<file path="src/rtl/sd_in_stage.sv">
// Input half of the srdy/drdy rebuffer: a one-word skid register behind a
// registered c_drdy, so the upstream never sees a combinational ready path.
module sd_in_stage #(
  parameter int width = 8
) (
  input  logic             clk,
  input  logic             reset,
  input  logic             c_srdy,
  output logic             c_drdy,
  input  logic [width-1:0] c_data,
  output logic             ip_srdy,
  input  logic             ip_drdy,
  output logic [width-1:0] ip_data
);

  logic             hold_v_q, hold_v_d;
  logic [width-1:0] hold_d_q, hold_d_d;
  logic             c_drdy_q, c_drdy_d;
  logic             c_xfer;

  assign c_xfer  = c_srdy & c_drdy_q;
  assign ip_srdy = hold_v_q | c_xfer;
  assign ip_data = hold_v_q ? hold_d_q : c_data;
  assign c_drdy  = c_drdy_q;

  always_comb begin
    hold_v_d = hold_v_q;
    hold_d_d = hold_d_q;
    // A word accepted while the output stage is stalled parks in the skid slot.
    if (c_xfer && !ip_drdy) begin
      hold_v_d = 1'b1;
      hold_d_d = c_data;
    end else if (hold_v_q && ip_drdy) begin
      hold_v_d = 1'b0;
    end
    c_drdy_d = !hold_v_d;
  end

  always_ff @(posedge clk) begin
    if (reset) begin
      hold_v_q <= 1'b0;
      hold_d_q <= '0;
      c_drdy_q <= 1'b0;
    end else begin
      hold_v_q <= hold_v_d;
      hold_d_q <= hold_d_d;
      c_drdy_q <= c_drdy_d;
    end
  end

endmodule

</file>
<file path="src/rtl/sd_out_stage.sv">
// Output half of the rebuffer: registered p_srdy/p_data with a ready that
// lets the register reload in the same cycle its word is taken.
module sd_out_stage #(
  parameter int width = 8
) (
  input  logic             clk,
  input  logic             reset,
  input  logic             ic_srdy,
  output logic             ic_drdy,
  input  logic [width-1:0] ic_data,
  output logic             p_srdy,
  input  logic             p_drdy,
  output logic [width-1:0] p_data
);

  logic             p_srdy_q, p_srdy_d;
  logic [width-1:0] p_data_q, p_data_d;

  assign ic_drdy = p_drdy | !p_srdy_q;
  assign p_srdy  = p_srdy_q;
  assign p_data  = p_data_q;

  always_comb begin
    p_srdy_d = p_srdy_q;
    p_data_d = p_data_q;
    if (ic_srdy && ic_drdy) begin
      p_srdy_d = 1'b1;
      p_data_d = ic_data;
    end else if (p_drdy) begin
      p_srdy_d = 1'b0;
    end
  end

  always_ff @(posedge clk) begin
    if (reset) begin
      p_srdy_q <= 1'b0;
      p_data_q <= '0;
    end else begin
      p_srdy_q <= p_srdy_d;
      p_data_q <= p_data_d;
    end
  end

endmodule

</file>
<file path="src/rtl/sd_in_out_buf.sv">
// Two-word srdy/drdy pipeline buffer with every handshake output registered,
// cutting all combinational paths between the c and p interfaces.
module sd_in_out_buf #(
  parameter int width = 8
) (
  input  logic             clk,
  input  logic             reset,
  input  logic             c_srdy,
  output logic             c_drdy,
  input  logic [width-1:0] c_data,
  output logic             p_srdy,
  input  logic             p_drdy,
  output logic [width-1:0] p_data
);

  logic             ip_srdy;
  logic             ip_drdy;
  logic [width-1:0] ip_data;

  sd_in_stage #(.width(width)) u_in (
    .clk     (clk),
    .reset   (reset),
    .c_srdy  (c_srdy),
    .c_drdy  (c_drdy),
    .c_data  (c_data),
    .ip_srdy (ip_srdy),
    .ip_drdy (ip_drdy),
    .ip_data (ip_data)
  );

  sd_out_stage #(.width(width)) u_out (
    .clk     (clk),
    .reset   (reset),
    .ic_srdy (ip_srdy),
    .ic_drdy (ip_drdy),
    .ic_data (ip_data),
    .p_srdy  (p_srdy),
    .p_drdy  (p_drdy),
    .p_data  (p_data)
  );

endmodule

</file>
<file path="config.mk">
export PLATFORM = sky130hd
export DESIGN_NAME = sd_in_out_buf
export DESIGN_NICKNAME = d
export VERILOG_FILES = /design/src/rtl/sd_in_stage.sv /design/src/rtl/sd_out_stage.sv /design/src/rtl/sd_in_out_buf.sv
export SDC_FILE = /design/constraint.sdc
export NUM_CORES = 1
export LEC_CHECK = 0
export ABC_AREA = 0
export CAP_MARGIN = 40
export CELL_PAD_IN_SITES_DETAIL_PLACEMENT = 1
export CELL_PAD_IN_SITES_GLOBAL_PLACEMENT = 2
export CORE_ASPECT_RATIO = 0.5
export CORE_MARGIN = 1
export CORE_UTILIZATION = 30
export DETAILED_ROUTE_END_ITERATION = 8
export PLACE_DENSITY = 0.82
export SYNTH_ARGS = -nofsm -noshare
export SYNTH_HDL_FRONTEND = slang
export SYNTH_HIERARCHICAL = 1
export SYNTH_SLANG_ARGS = --single-unit
</file>
<file path="constraint.sdc">
create_clock -name clk -period 1.6 [get_ports clk]
set_input_delay 0.16 -clock clk [delete_from_list [all_inputs] [get_ports clk]]
set_output_delay 0.16 -clock clk [all_outputs]
set_load 0.01 [all_outputs]
</file>
**Clock routing**

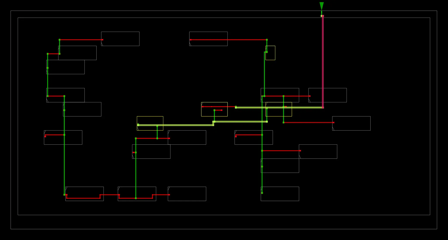
Clk Latency, worst-skew pair: 0.25 ns
Clock Buffer Count: 3
seq_cells: 19

**Routed metal, one color a layer**

Scale bar: 20 µm.
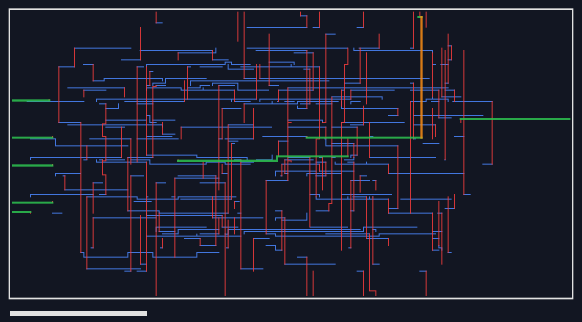
- orange: met4 (wire length 17.7 µm)
- blue: met1 (wire length 1080 µm)
- red: met2 (wire length 789 µm)
- green: met3 (wire length 83.5 µm)

**I/O nets highlighted**

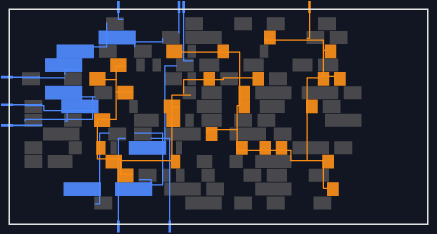
- blue: p_data (direction output; edge 3 top, 3 left, 2 bottom; end cells 8; wire 195 µm)
- orange: reset (direction input; edge top; end cells 27; wire 197 µm)

==> results.toml <==
# yosys + openroad results
[run_status]
status = "finished, final reports clean"

[setup_path]
r2r_cells = 3
cp_slowest_stage_delay_ns = 0.55
arrival_ns = 1.19
r2r-end = "u_out/p_data[0]"
r2r_slack_ns = 0.38
path_class = "reg -> out"
cp_num_buf_inv = 1
path_cells = "clkdlybuf4s50_1"
crit_path_start_kind = "flip-flop"
worstReg2RegStart = "u_in/hold_v_q"
cp_max_fo = 2
path_delay_family = "buffers and inverters"
setup.worst_path.start = "u_out/p_srdy"
worst_ep_required_time_ns = 1.44

[clocking]
path_clk_slew_ns = 0.07
htreeDepth = 1
cts_max_path_buffers = 2
cts_setup_buffers = 0
cts_tree = "done"
postCtsHoldBufs = 0
clock-root-buffer = "clkbuf_8"
cts_resized = 0
cts_buffers = 3

[synth]
flop_cell = "dfxtp_1"
yosys_warnings = 6
largest_area_cell = "dfxtp_1"
area_leaders = "dfxtp_1, nand2b_1, mux2_2, a21bo_1, mux2i_1"
async_reset_ff_share_pct = 0
avgSynthCellArea_um2 = 10.63
synth_nets = 103
most_common_cell = "dfxtp_1"
ys_sh_aoi_pct = 17.34
ys_top_logic_family = "multiplexers"
edf_count = 0
top_cells_by_count = "dfxtp_1, nand2b_1"
ys_types = 16
xor_share_pct = 0
ys_cells = 91
adder_share_pct = 0

[route]
drtPass1Iterations = 4
drtAntennaViolNets = 0
drt-total-wl_mm = 1.967
top_layer = "met4"
drt_iter0_drc = 20
wl_per_cell_um = 12.94
vias_per_cell = 4.388
met2_length_um = 789
wl_met3_um = 83
wl_met1_mm = 1.076

[hold_path]
min_from = "u_in/hold_d_q[6]"
hp-class = "reg -> reg"
whs_path_depth = 2

[final_layout]
seq_share_pct = 30.55
fin_nets = 125
mostFrequentLayoutCell = "clkdlybuf4s50_1"
layout-drive-gt1-share_pct = 22.32
post-route-util_pct = 41.08
antennaDiodeCount = 0
final_area_um2 = 1245
nonClockBufferCount = 25
lay_top_cells = "clkdlybuf4s50_1, dfxtp_1, nand2b_1"
clk_share_pct = 3.719
num-fill-cells = 352
final-comb-area_um2 = 508.0
nNonClkInverters = 2
bufAreaShareNonClock_pct = 20.30
logic_gate_count = 62
largest_cell_class = "logic gates"
regArea_um2 = 380.4
comb_share_pct = 40.80
syn_to_final_growth_pct = 28.72

[timing]
rsz0062_at_grt = "false"
max-slew-margin-rel_pct = 69.30
tns_ns = 0
hold_viol = 0
layout_setup_ws_ns = 0.2543
whs_ns = 0.4788
max_freq_ghz = 0.7431
worst_pin_slew_ns = 0.4591
fin_skew_ns = 0.002852

[die]
fp-utilization_pct = 31.92
core_um2 = 3030
rows = 14
die_area_um2 = 3469
taps = 40
ios = 22
die_x_um = 82.30

[power_and_ir_drop]
seq_power_uw = 497
power_density_nw_per_um2 = 785.9
pg_comb_uw = 154
vdd_ir_drop_max_mv = 0.3452
power_leader = "registers"
p_seq_share_pct = 50.8
p_leak_uw = 0.0004471
power_frac_clock_pct = 33.5
clk-power_uw = 327
p_sw_share_pct = 23.07
p_total_uw = 978.4
p_switching_uw = 225.7
combPwrFrac_pct = 15.8

[job]
max-cap-violations = 0
warning_count = 26

[global_routing]
first_global_vias = 645
grt_overflow = 0
met2_usage_pct = 17.02
grt_max_degree = 20
met1_usage_pct = 21.15
met3_usage_pct = 4.783
grt_usage_pct = 13.54
antenna_found_initial = 0

[placement]
place_ws_ns = 0.1625
place_congestion = 0.6643
port_buffers = 21
dpl_cell_area_um2 = 1199
placed_cells = 148
